--- src/rtl/psram_arb_pkg.sv ---
// Shared encodings for the PSRAM command-port arbiter and the EF_PSRAM_CTRL_V2 interface.
package psram_arb_pkg;

    typedef enum logic [1:0] {
        ST_IDLE  = 2'd0,
        ST_ISSUE = 2'd1,
        ST_WAIT  = 2'd2,
        ST_RESP  = 2'd3
    } arb_state_t;

    localparam logic       PSRAM_RD        = 1'b1;
    localparam logic       PSRAM_WR        = 1'b0;
    localparam logic [2:0] SIZE_B          = 3'b000;
    localparam logic [2:0] SIZE_H          = 3'b001;
    localparam logic [2:0] SIZE_W          = 3'b010;
    localparam logic [7:0] PSRAM_CMD_QREAD = 8'hEB;

endpackage

--- src/rtl/rr_priority_pick.sv ---
// Combinational round-robin pick: first valid requester at or after ptr, wrapping mod N_REQ.
module rr_priority_pick #(
    parameter int unsigned N_REQ = 3,
    parameter int unsigned IDX_W = $clog2(N_REQ)
) (
    input  logic [N_REQ-1:0] valid,
    input  logic [IDX_W-1:0] ptr,
    output logic [N_REQ-1:0] grant,
    output logic [IDX_W-1:0] idx
);

    int unsigned pos;

    // Scan farthest-first so the closest valid index to ptr is the last (winning) assignment.
    always_comb begin
        grant = '0;
        idx   = '0;
        pos   = 0;
        for (int unsigned k = 0; k < N_REQ; k++) begin
            pos = (32'(ptr) + N_REQ - 1 - k) % N_REQ;
            if (valid[pos]) begin
                grant      = '0;
                grant[pos] = 1'b1;
                idx        = IDX_W'(pos);
            end
        end
    end

endmodule

--- src/rtl/psram_rr_arbiter.sv ---
// Round-robin arbiter sharing one PSRAM controller command port among N_REQ layer engines,
// one transaction at a time, with a WAIT-state watchdog.
module psram_rr_arbiter
    import psram_arb_pkg::*;
#(
    parameter int unsigned N_REQ          = 3,
    parameter int unsigned ADDR_WIDTH     = 24,
    parameter int unsigned DATA_WIDTH     = 32,
    parameter int unsigned TIMEOUT_CYCLES = 4096
) (
    input  logic                        clk,
    input  logic                        rst,
    input  logic [N_REQ-1:0]            req_valid,
    input  logic [N_REQ-1:0]            req_rd_wr,
    input  logic [N_REQ*ADDR_WIDTH-1:0] req_addr,
    input  logic [N_REQ*DATA_WIDTH-1:0] req_wdata,
    input  logic [N_REQ*3-1:0]          req_size,
    output logic [N_REQ-1:0]            req_ack,
    output logic [N_REQ-1:0]            rsp_valid,
    output logic [DATA_WIDTH-1:0]       rsp_rdata,
    output logic                        rsp_err,
    output logic                        busy,
    output logic [ADDR_WIDTH-1:0]       psram_addr,
    output logic [DATA_WIDTH-1:0]       psram_data_i,
    output logic [2:0]                  psram_size,
    output logic                        psram_rd_wr,
    output logic                        psram_start,
    input  logic [DATA_WIDTH-1:0]       psram_data_o,
    input  logic                        psram_done
);

    localparam int unsigned IDX_W = $clog2(N_REQ);
    localparam int unsigned WD_W  = (TIMEOUT_CYCLES < 2) ? 1 : $clog2(TIMEOUT_CYCLES);
    localparam logic [WD_W-1:0] WD_LAST =
        WD_W'((TIMEOUT_CYCLES == 0) ? 0 : TIMEOUT_CYCLES - 1);

    arb_state_t       state, state_nxt;
    logic [N_REQ-1:0] pick_oh, g_oh;
    logic [IDX_W-1:0] pick_idx, g_idx, rr_ptr;
    logic [WD_W-1:0]  wd_cnt;
    logic             timeout_hit;

    rr_priority_pick #(
        .N_REQ (N_REQ),
        .IDX_W (IDX_W)
    ) u_pick (
        .valid (req_valid),
        .ptr   (rr_ptr),
        .grant (pick_oh),
        .idx   (pick_idx)
    );

    always_ff @(posedge clk) begin
        if (rst) state <= ST_IDLE;
        else     state <= state_nxt;
    end

    always_comb begin
        state_nxt   = state;
        req_ack     = '0;
        rsp_valid   = '0;
        psram_start = 1'b0;
        busy        = (state != ST_IDLE);
        timeout_hit = (TIMEOUT_CYCLES != 0) && (wd_cnt == WD_LAST);
        case (state)
            ST_IDLE:  if (|req_valid) state_nxt = ST_ISSUE;
            ST_ISSUE: begin
                req_ack     = g_oh;
                psram_start = 1'b1;
                state_nxt   = ST_WAIT;
            end
            ST_WAIT:  if (psram_done || timeout_hit) state_nxt = ST_RESP;
            ST_RESP: begin
                rsp_valid = g_oh;
                state_nxt = ST_IDLE;
            end
            default:  state_nxt = ST_IDLE;
        endcase
    end

    always_ff @(posedge clk) begin
        if (rst) begin
            g_oh         <= '0;
            g_idx        <= '0;
            rr_ptr       <= '0;
            wd_cnt       <= '0;
            rsp_rdata    <= '0;
            rsp_err      <= 1'b0;
            psram_addr   <= '0;
            psram_data_i <= '0;
            psram_size   <= SIZE_W;
            psram_rd_wr  <= 1'b0;
        end else begin
            case (state)
                ST_IDLE: begin
                    wd_cnt <= '0;
                    if (|req_valid) begin
                        g_oh         <= pick_oh;
                        g_idx        <= pick_idx;
                        psram_addr   <= req_addr[pick_idx*ADDR_WIDTH +: ADDR_WIDTH];
                        psram_data_i <= req_wdata[pick_idx*DATA_WIDTH +: DATA_WIDTH];
                        psram_size   <= req_size[pick_idx*3 +: 3];
                        psram_rd_wr  <= req_rd_wr[pick_idx];
                    end
                end
                // Done takes priority over a watchdog expiry in the same cycle.
                ST_WAIT: begin
                    if (psram_done) begin
                        rsp_rdata <= (psram_rd_wr == PSRAM_RD) ? psram_data_o : '0;
                        rsp_err   <= 1'b0;
                    end else if (timeout_hit) begin
                        rsp_rdata <= '0;
                        rsp_err   <= 1'b1;
                    end else begin
                        wd_cnt <= wd_cnt + 1'b1;
                    end
                end
                ST_RESP: rr_ptr <= (g_idx == IDX_W'(N_REQ - 1)) ? '0 : g_idx + 1'b1;
                default: ;
            endcase
        end
    end

endmodule
--- config.mk ---
export PLATFORM = sky130hd
export DESIGN_NAME = psram_rr_arbiter
export DESIGN_NICKNAME = d
export VERILOG_FILES = /design/src/rtl/psram_arb_pkg.sv /design/src/rtl/rr_priority_pick.sv /design/src/rtl/psram_rr_arbiter.sv
export SDC_FILE = /design/constraint.sdc
export NUM_CORES = 1
export LEC_CHECK = 0
export CAP_MARGIN = 20
export CORE_MARGIN = 2
export CORE_UTILIZATION = 40
export DETAILED_ROUTE_END_ITERATION = 6
export PLACE_DENSITY = 0.79
export SETUP_SLACK_MARGIN = 0.02
export SLEW_MARGIN = 5
export SYNTH_ARGS = -nofsm -noshare
export SYNTH_HDL_FRONTEND = slang
export SYNTH_SLANG_ARGS = --single-unit
--- constraint.sdc ---
create_clock -name clk -period 2.6 [get_ports clk]
set_clock_uncertainty 0.1 [all_clocks]
set_input_delay 0.39 -clock clk [delete_from_list [all_inputs] [get_ports clk]]
set_output_delay 0.39 -clock clk [all_outputs]
set_load 0.02 [all_outputs]
Figure 1. Routing congestion (run 1).
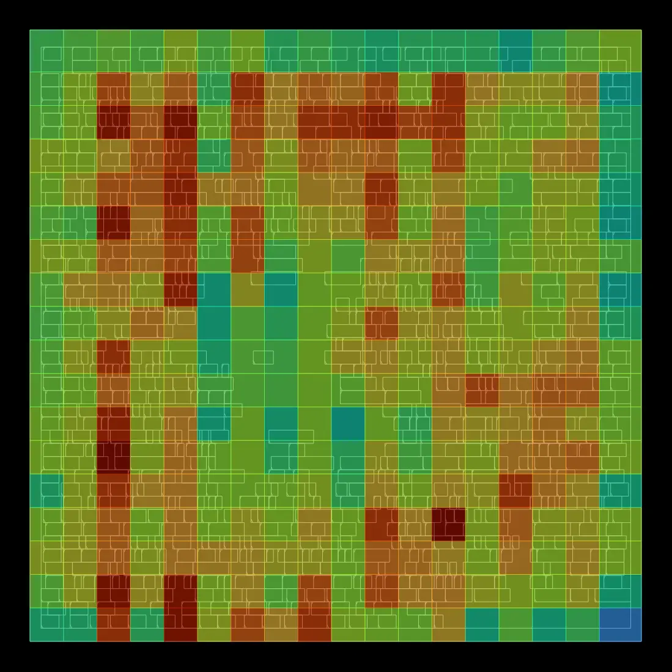
global-route track usage on met2: 44.3%
Routed WL per cell: 17.3 um
met1 capacity usage during global routing: 30.6%
layer with the highest usage: met2
GRT met3 Usage: 8.79%

Figure 2. I/O pins on the die edge (run 1).
Drawn at 4 px/um. Pins as bars across the die edge, other pins in gray.
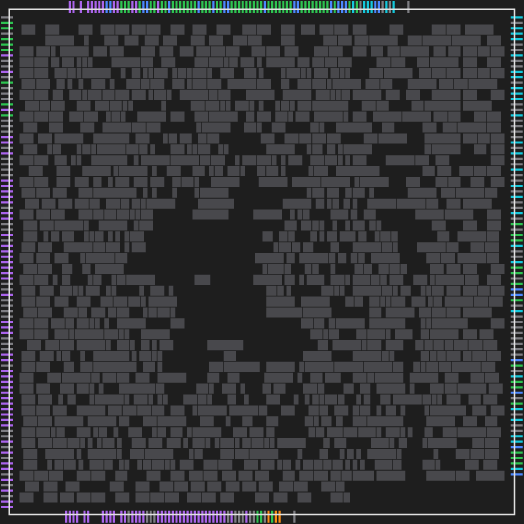
- `req_valid`: orange (pins 3; direction input; edge bottom)
- `psram_addr`: blue (pins 24; direction output; edge 18 top, 6 right)
- `req_wdata`: purple (pins 96; direction input; edge 46 left, 37 bottom, 13 top)
- `psram_data_o`: cyan (pins 32; direction input; edge 26 right, 6 top)
- `req_addr`: green (pins 72; direction input; edge 47 top, 14 right, 8 left, 3 bottom)
die width: 126 um
tally of buffers added on design ports: 318
die y size: 126 um

==> run notes, run 1 <==
impl run done, here's what came out: run status=completed, hold path endpoint=wd_cnt[0], CTS Sinks=114, Cell Chain, Critical Path=inv_1, ha_2, nor2b_1, a211oi_1, a21oi_2, nand2_4, buf_4, buf_12, mux2i_1, a31oi_1, pre-CTS WS=-19.3 ps, post-route total power=9.19 mW, final-report setup violation count=0, Regs by FF count=psram_data_i: 32 flops, rsp_rdata: 32 flops, psram_addr: 24 flops, basic-gate share of the synthesized area counting and, or, nand and nor cells=18.9%, placeable core region=14,500 um^2, area fraction in full adders, half adders and majority gates=1.89%, fin. max-slew vios=0, area of the chip=15,900 um^2, start point of the worst hold path=rst, Mapped Avg Cell Area=8.38 um^2, class of the most critical setup path=reg -> reg, Critical Path RT=2770 ps, clock latency at the later pin of the worst-skew pair=410 ps, slowest cell on the critical path=a21oi_2, placed cell areas=9400 um^2, ANT nets after route=0, maximum clock frequency=404 MHz, Critical Path Sink=psram_addr[20], power density over the cells=914 nW/um^2, Relative slew margins=67.3%, Bufs on Longest Clock Path=2, utilization after layout=69.1%, Reg2Reg Depth=10, first-pass GRT wire length=33.0 mm, post-synthesis cell type with the largest instance count=nor2_1, Comb power frac=47.1%, area fraction of the dominant cell type after synthesis=38.4%, Worst R2R End=psram_addr[20], Final #Nets=1,250, Cell area leaders=dfxtp_1, mux2i_1, nor2_1, crit share post-route=95.1%, Netlist Area Pre-Place=5950 um^2, Clk pwr share=26.1%, Compound Share, Synth=24.1%, Main synth FF type=dfxtp_1, Synthesized Nets=937, initial antenna violation count=0, library cell with the largest summed area after synthesis=dfxtp_1, Top pwr grp=combinational logic, share of total power consumed by net switching=39.0%, number of cells in the yosys synthesis report=710
Figure 3. Wiring heat map (run 1).
Drawn at 3 px/um. The die is cut into 25 by 25 equal tiles; dark blue is low, red is high, scaled to the fullest tile. Values are wire area over tile area, all layers added.
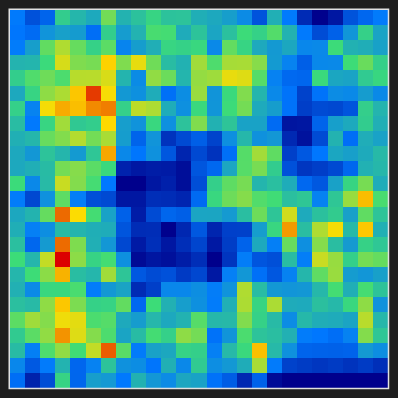
- fullest tile: 0.58
- nearly empty tiles: 1.9%
- mean over tiles: 0.22
- tiles over half the peak: 24%
aggregate global-route resource usage: 26.0%
total via count after detailed routing: 6,427
sum of routed wire length over all layers: 21.1 mm

-- run 1: layer usage --
| metal | global-route usage (%) | vias to the layer above | routed length [um] |
|---|---|---|---|
| li1 | - | 3134 | - |
| met1 | 30.6 | 2961 | 8360 |
| met2 | 44.3 | 303 | 10500 |
| met3 | 8.79 | 29 | 1740 |
| met4 | 9.11 | 0 | 495 |
| met5 | 0 | - | 0 |
-- run 1: final cells by class --
| cell class | count | area [um^2] |
|---|---|---|
| antenna | 1 | 2.50 |
| clock buffer | 17 | 425 |
| clock inverter | 15 | 183 |
| fill | 1167 | 4480 |
| inverter | 6 | 22.5 |
| multi-input combinational | 538 | 3420 |
| sequential | 114 | 2280 |
| tap | 184 | 230 |
| timing repair buffer | 346 | 3490 |
--- run 2 (diff from run 1) ---
- CORE_ASPECT_RATIO: not set -> 2
- TNS_END_PERCENT: not set -> 20
Figure 4. Met2 routing (run 2).
Drawn at 4 px/um. Cells faint in the background.
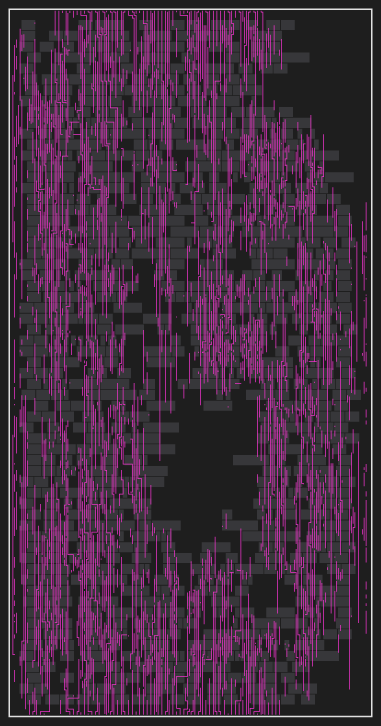
- wire length on this layer: 11,100 um
- main direction: vertical
- longest straight run: 78.4 um

==> run 2 against run 1 <==
Worst setup slack improved by 57 ps. Cell area decreased by 0.97%. Critical path depth fell by 6. Area after synthesis unchanged. Register-to-register slack improved by 70 ps. Power shrank 1.0%. Sequential cell count unchanged. Critical endpoint is now busy.
==> run notes, run 2 <==
impl run done, here's what came out: clock distribution power=2.42 mW, aggregate global-route resource usage=25.7% (-0.31 points), Regs by FF count=psram_data_i: 32 flops, rsp_rdata: 32 flops, psram_addr: 24 flops, placeable core region=14,700 um^2 (+0.88%), post-route total power=9.09 mW (-1.0%), post-synthesis cell type with the largest instance count=nor2_1, Routed WL per cell=17.5 um (+1.3%), area fraction of the dominant cell type after synthesis=38.4% (unchanged), die y size=176 um (+40%), Worst path max stage delay=630 ps, Critical Path Sink=busy, area of the chip=15,900 um^2 (+0.37%), Critical Path RT=2110 ps (-660 ps), ANT nets after route=0 (unchanged), fraction of final layout cells sized beyond drive strength 1=11.7%, basic-gate share of the synthesized area counting and, or, nand and nor cells=18.9% (unchanged), Final #Nets=1,238 (-0.96%), Top pwr grp=combinational logic, Cell variety after synth=49, first-pass GRT wire length=32.9 mm (-0.52%), fin. max-slew vios=0 (unchanged), CTS Sinks=114 (unchanged), Main synth FF type=dfxtp_1, Bufs on Longest Clock Path=2 (unchanged), Netlist Area Pre-Place=5950 um^2 (unchanged), net load switching power=3.51 mW, power density over the cells=914 nW/um^2 (about the same), run status=completed, top routing layer used=met5, mux contribution to synthesized area=11.1%, Mapped Avg Cell Area=8.38 um^2 (unchanged), start point of the worst hold path=rst, pre-CTS WS=21.0 ps (+40.4 ps), area fraction in full adders, half adders and majority gates=1.89% (unchanged), total via count after detailed routing=6,491 (+1.0%), type of the most critical hold path=in -> reg, tally of buffers added on design ports=318 (unchanged), Reg2Reg Depth=9 (-1), area growth from synthesis to layout=67.3%, Routed met2 length=11.1 mm (+5.4%), gp weighted congestion=0.850, global-route track usage on met2=45.4% (+1.1 points), initial antenna violation count=2 (+2), library cell with the largest summed area after synthesis=dfxtp_1, Site Rows=63, utilization after layout=67.9% (-1.3 points), number of instances in the synthesized netlist=710, share of total power consumed by net switching=38.7% (-0.38 points), sum of routed wire length over all layers=21.3 mm (+1.1%), maximum clock frequency=414 MHz (+2.3%), Clk pwr share=26.7% (+0.6 points), crit share post-route=93.0% (-2.2 points), fill cell count=1,218 (+4.4%), final-report setup violation count=0 (unchanged), layer with the highest usage=met2, Cell area leaders=dfxtp_1, mux2i_1, nor2_1, met1 capacity usage during global routing=27.5% (-3.2 points), Seq cells post-synth=114, die width=90.2 um (-28%), wl on met1=7.62 mm (-8.9%), GRT met3 Usage=10.4% (+1.6 points), clock latency at the later pin of the worst-skew pair=410 ps (about the same), Relative slew margins=62.6% (-4.7 points), hold path endpoint=wd_cnt[0], total met3 wirelength after detailed routing=2.11 mm (+21%), Cell Chain, Critical Path=inv_1, ha_1, inv_1, clkdlybuf4s50_1, Worst R2R End=psram_data_i[14], Comb power frac=46.2% (-0.9 points), number of buffers and inverters on the critical path=3, slowest cell on the critical path=clkdlybuf4s50_1, class of the most critical setup path=reg -> out, number of cells in the yosys synthesis report=710 (unchanged), Compound Share, Synth=24.1% (unchanged)
Figure 5. I/O pins on the die edge (run 2).
Drawn at 4 px/um. Pins as bars across the die edge, other pins in gray.
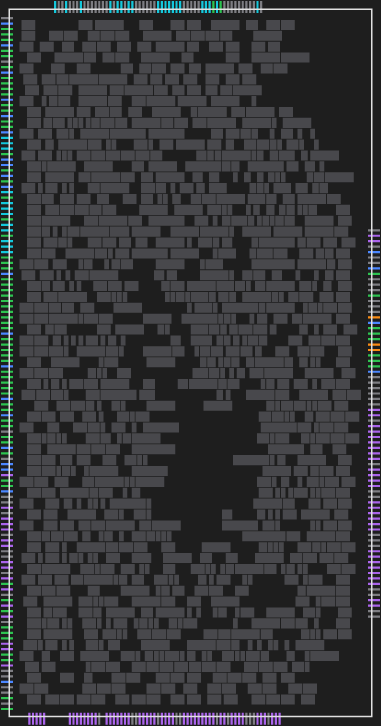
- `psram_data_o`: cyan (pins 32; direction input; edge 20 top, 12 left)
- `req_wdata`: purple (pins 96; direction input; edge 50 bottom, 30 right, 16 left)
- `psram_addr`: blue (pins 24; direction output; edge 20 left, 4 right)
- `req_valid`: orange (pins 3; direction input; edge right)
- `req_addr`: green (pins 72; direction input; edge 62 left, 8 right, 2 top)
- all pins by edge: 128 left, 72 right, 62 bottom, 57 top

==> run 2: final cells by class <==
type / count / area (um^2) / share of cell area, %
multi-input combinational: 537 / 3400 / 34.1
clock buffer: 20 / 457 / 4.59
sequential: 114 / 2280 / 22.9
tap: 195 / 244 / 2.45
clock inverter: 11 / 151 / 1.52
inverter: 6 / 22.5 / 0.226
timing repair buffer: 335 / 3400 / 34.1
antenna: 1 / 2.50 / 0.0251
==> run 2: through the flow <==
step           instance area [um^2]  std cells
3_3_place_gp                   9340       1187
6_report                       9950       1219
2_1_floorplan                  5950        710
4_1_cts                        9940       1218
3_5_place_dp                   9340       1187
5_1_grt                        9950       1219
==> run 2: what timing repair did <==
| item | 4_1_cts | 5_1_grt |
|---|---|---|
| setup endpoints to repair | 0 | 41 |
| resized | 0 | 2 |
| hold buffers | 0 | 0 |
--- run 3 (diff from run 2) ---
- CORE_MARGIN: 2 -> 4
Figure 6. Met2 routing (run 3).
Drawn at 3 px/um. Cells faint in the background.
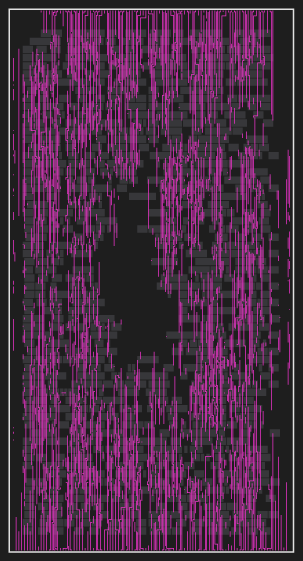
- wire length on this layer: 12,200 um
- longest straight run: 62.3 um
- share of all routed wire: 55%
total via count after detailed routing: 6,415
global-route track usage on met2: 48.0%
sum of routed wire length over all layers: 22.0 mm

==> run 3 against run 2 <==
Worst setup slack got worse by 19 ps. Fmax is 0.79% lower. Die area grew 6.8%. Largest cell class unchanged.
==> run notes, run 3 <==
impl run done, here's what came out: run status=completed, area fraction of the dominant cell type after synthesis=38.4% (unchanged), Top pwr grp=combinational logic, tally of buffers added on design ports=318 (unchanged), Power Internal=5.55 mW, clock-pin slew on the worst setup and hold paths=60 ps, post-synthesis cell type with the largest instance count=nor2_1, Compound Share, Synth=24.1% (unchanged), smallest setup slack after layout=164 ps, pre-CTS WS=57.8 ps (+36.7 ps), Main synth FF type=dfxtp_1, area of the chip=17,000 um^2 (+6.8%), Seq cells post-synth=114 (unchanged), Mapped Avg Cell Area=8.38 um^2 (unchanged), mux contribution to synthesized area=11.1% (unchanged), basic-gate share of the synthesized area counting and, or, nand and nor cells=18.9% (unchanged), top routing layer used=met5, die y size=180 um (+2.3%), Cell variety after synth=49 (unchanged), Critical Path RT=2790 ps (+680 ps), placeable core region=14,500 um^2 (-1.1%), root buffer cell=clkbuf_16, maximum clock frequency=410 MHz (-0.79%), initial antenna violation count=1 (-1), Routed met2 length=12.2 mm (+10%), total setup buffers inserted after CTS=0, number of hold buffers added after cts=0 (unchanged), Cell area leaders=dfxtp_1, mux2i_1, nor2_1, utilization after layout=68.6% (+0.75 points), Maximum Capacitance Violations=0, hold path endpoint=g_oh[2], share of total power consumed by net switching=39.1% (+0.48 points), Bufs on Longest Clock Path=2 (unchanged), worst hold slack across all endpoints=364 ps, synthesis warning total=0, Routed WL per cell=18.1 um (+3.5%), final-report setup violation count=0 (unchanged), count of non-filler cells in the finished layout=1,216 (-0.25%), layer with the highest usage=met2, critical path fanouts, max=53, Relative slew margins=56.0% (-6.6 points), Final #Nets=1,238 (unchanged), fin. max-slew vios=0 (unchanged), Comb power frac=46.5% (+0.3 points), area growth from synthesis to layout=67.4% (about the same), post-route total power=9.12 mW (+0.27%), Cell Count Post-Placement=1,184 (-0.25%), number of cells in the yosys synthesis report=710 (unchanged), clock distribution power=2.41 mW (about the same), type of the most critical hold path=reg -> reg, power density over the cells=916 nW/um^2 (+0.23%), async set-reset flop share out of synthesis=0%, detailed placement HPWL=16.4 mm, total met3 wirelength after detailed routing=1.51 mm (-28%), met1 capacity usage during global routing=27.2% (-0.24 points), CTS Sinks=114 (unchanged), Ant. Diodes=0 (-1), most frequently placed logic cell in the final layout=clkdlybuf4s50_1, gp weighted congestion=0.835 (-1.8%), clock latency at the later pin of the worst-skew pair=420 ps (about the same), Reg2Reg Depth=9 (unchanged), Worst R2R End=psram_addr[5], start point of the worst hold path=g_oh[2], Netlist Area Pre-Place=5950 um^2 (unchanged), net load switching power=3.57 mW (+1.5%), crit share post-route=93.7% (+0.74 points), Combinational Power=4.24 mW, Design Area, Final=9960 um^2 (about the same), Synthesized Nets=937, Regs by FF count=psram_data_i: 32 flops, rsp_rdata: 32 flops, psram_addr: 24 flops, Critical Path Sink=psram_addr[5], OpenROAD warning count=32, number of instances in the synthesized netlist=710 (unchanged), class of the most critical setup path=reg -> reg, placed cell areas=9340 um^2 (about the same), ANT nets after route=0 (unchanged), die width=94.2 um (+4.4%), first-pass GRT wire length=34.4 mm (+4.8%), library cell with the largest summed area after synthesis=dfxtp_1, Site Rows=62 (-1.6%), clock buffer count from CTS=17, post-cts gate resize count=0 (unchanged), area fraction in full adders, half adders and majority gates=1.89% (unchanged), Clk pwr share=26.5% (-0.2 points), wl on met1=7.65 mm (+0.46%), fraction of final layout cells sized beyond drive strength 1=11.9% (+0.18 points), fill cell count=1,225 (+0.57%)
Figure 7. Routing congestion (run 3).
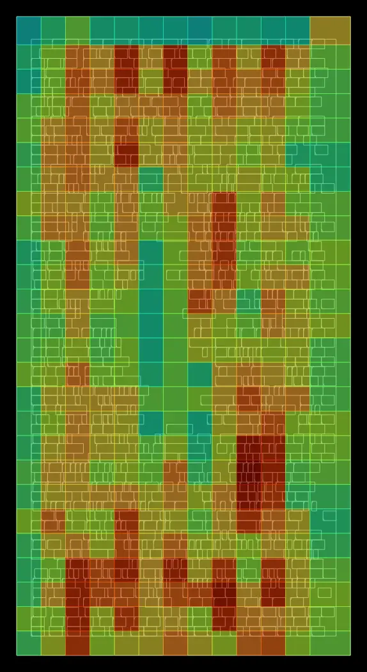
aggregate global-route resource usage: 26.0%
GRT met3 Usage: 7.23%

-- run 3: cell counts after synthesis --
Identical to the previous run, type by type.
-- run 3: critical path: stages (launching register included) --
cell and delay (ps):
dfxtp_1 390, inv_1 90, ha_2 450, nor2b_1 170
o211ai_1 110, a21o_2 270, or2_4 240, buf_12 210
o21ai_2 170, a31oi_1 60
-- run 3: area by class of cell --
class                           instances  area (um^2)  area share [%]
Timing Repair Buffer                  335         3400            34.2
Tap cell                              192          240            2.41
Clock inverter                         14          178            1.78
Clock buffer                           18          429            4.31
Multi-Input combinational cell        537         3400            34.1
Inverter                                6         22.5           0.226
Sequential cell                       114         2280            22.9

==> layout pictures side by side <==
The metal 3 layer.
shot_01.png
Drawn at 4 px/um. Cells faint in the background.
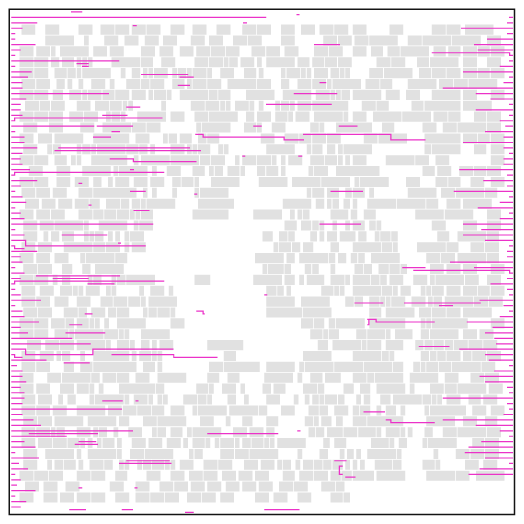
shot_02.png
Drawn at 3 px/um. Cells faint in the background.
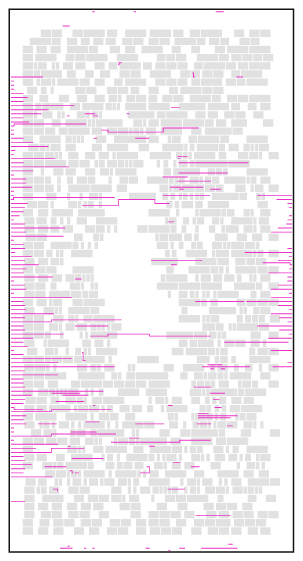
shot_03.png
Drawn at 4 px/um. Cells faint in the background.
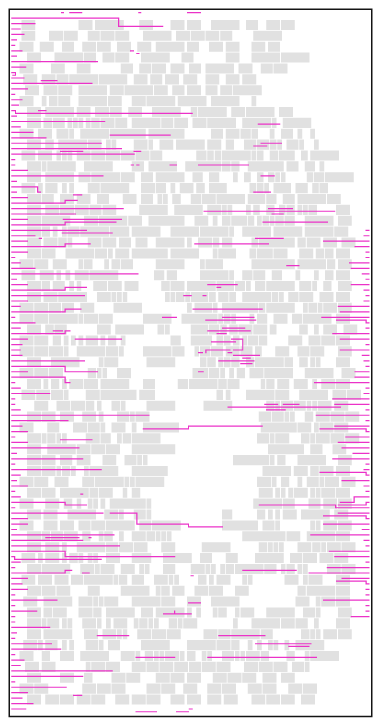
shot_03.png: run 2
shot_02.png: run 3
shot_01.png: run 1

Power and IR drop assume default switching activity.
